Design mandel_view_regs, sky130hd; sources not shown.
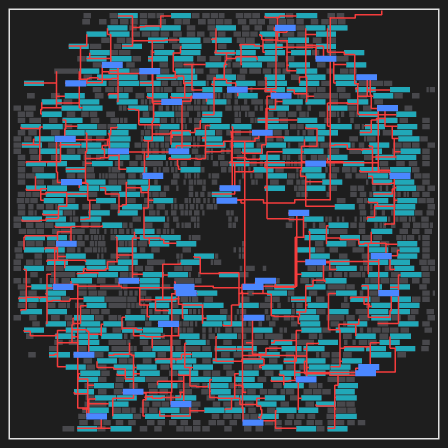
Figure 1: clock wires, drivers and flops.
blue -> cells driving clock nets  # count 42
red -> clock wires  # length 4870 um
cyan -> flip-flops  # count 409
routed clock nets = 43
flops lie = widely spread
clk latency late pin: 0.54 ns
Layout Skew: 0.01759 ns
clock network fraction of total power: 0.328

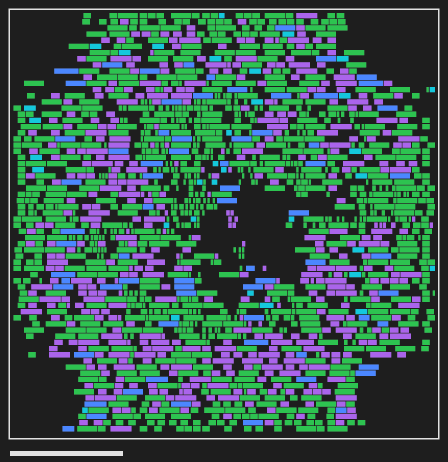
Figure 2: cell sizes after repair.
Bar = 50 um.
blue -> drive 6 and up  # cells 69, share 4.4%
cyan -> drive 3 to 4  # cells 33, share 2.1%
purple -> drive 2  # cells 468, share 30%
green -> drive 1 or less  # cells 999, share 64%
Repair and plain buffers: 308
post-route setup slack: 0.6305 ns

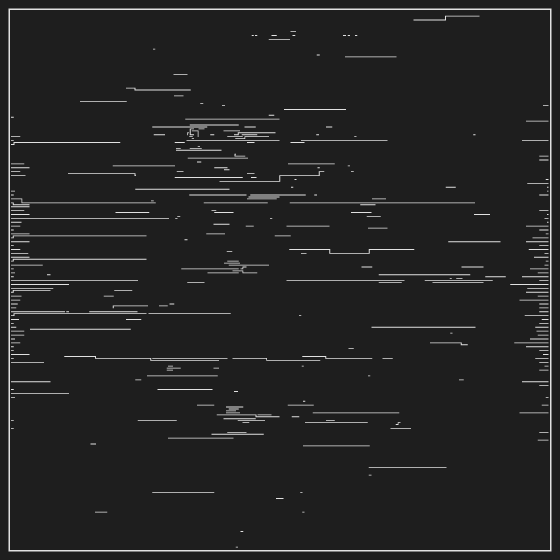
Figure 3: met3 routing.
longest straight run = 64.4 um
share of all routed wire = 5.5%
nets with wire on the layer = 226
met3 GRT Util: 0.04042
final WL: 46850 um
DR vias: 11623

==> flow_summary.toml <==
# flow metrics
[worst_setup_path]
cp.required_ns = 4.31
cp-start-kind = "primary input"
crit_chain = "clkdlybuf4s50_1 -> ha_1 -> ha_1 -> and3_1 -> clkbuf_1 -> nand3_1 -> nor3_1 -> nand4_1 -> xnor2_1"
reg2reg_slack_ns = 1.21
cp.depth = 9
max_stage_delay_ns = 0.63

[logic_synthesis]
edf_count = 0
async_flop_share = 1.000
yosysMostFrequentCell = "dfrtp_1"
ys_sh_aoi = 0.04533
netlist_area_um2 = 17450
ys_top_cells_by_count = "321 x dfrtp_1, 313 x mux2_2, 88 x dfstp_2"
fa_ha_area_frac = 0.001434
top_area_frac = 0.4604
ys_cells = 1254
syn_inst = 1254
synth_flops = 409
synth_seq_share = 0.5930
ys.flop_type = "dfrtp_1"
synthTopLogicFamily = "multiplexers"
xor_area_frac = 0.01506
avgSynthCellArea_um2 = 13.91

[final_timing]
max_slew_margin = 0.4523
period_minus_slack_ns = 3.270
fmax_mhz = 305.9
tightest_slew_ns = 0.8215
setup_viol = 0
hold_viol = 0
finalCritPeriodShare = 0.8383

[final_layout]
nFillCells = 2582
inverters_excl_clock = 38
post-route-util = 0.6383
diodes = 4
syn2layout_area_growth_pct = 26.08
logic_area_um2 = 6589
flops = 409
clkCellAreaFrac = 0.06906
final_cells = 2028

[placed_design]
io_buffers = 233
placed_cells = 1947
routabilityCongestion = 0.8322
pre_cts_slack_ns = 0.1825

[floorplanning]
core-area_um2 = 34460
io-pin-count = 243
die_area_um2 = 35640
die_y_um = 188.8
n_tap_cell = 455
initCoreUtil = 0.5063

[routing]
ant_nets = 0
via_per_inst = 5.731
detailedRoute.firstPassIterationCount = 5
avgRoutedWirePerCell_um = 23.10

[global_routing]
gr-total-overflow = 0

[clock_network]
clock_path_buffers = 3
cts_resized = 0
clk_pin_slew_worst_paths_ns = 0.06
cts_tree = "built"

[run_status]
status = "complete, no violations"

[run]
cap_viol_max_count = 0
warnings = 26

[pwr]
p_leak_nw = 9.972
-- metal layers --
layer,global-route usage,vias to the layer above,wire [um]
met1,0.3631,6017,20150
li1,-,5074,-
met2,0.4211,428,22530
met3,0.04042,102,2551
met4,0.09646,2,1598
met5,0,-,17
-- metrics by stage --
stage | setup TNS (ns) | area (um^2) | hold WS [ns]
2_1_floorplan | 0 | 17450 | 0.4419
6_report | 0 | 21990 | 0.4253
5_1_grt | 0 | 21990 | 0.4788
4_1_cts | 0 | 21980 | 0.4599
3_5_place_dp | 0 | 20470 | 0.4379
3_3_place_gp | -5790.41 | 20350 | 0.4309
-- report_power, final --
group | total, mW | internal (mW) | leakage (nW) | switching [mW]
sequential | 6.05 | 5.21 | 5.25 | 0.841
clock | 4.36 | 2.67 | 0.752 | 1.69
combinational | 2.91 | 1.35 | 3.97 | 1.55
Power and IR drop assume default switching activity.
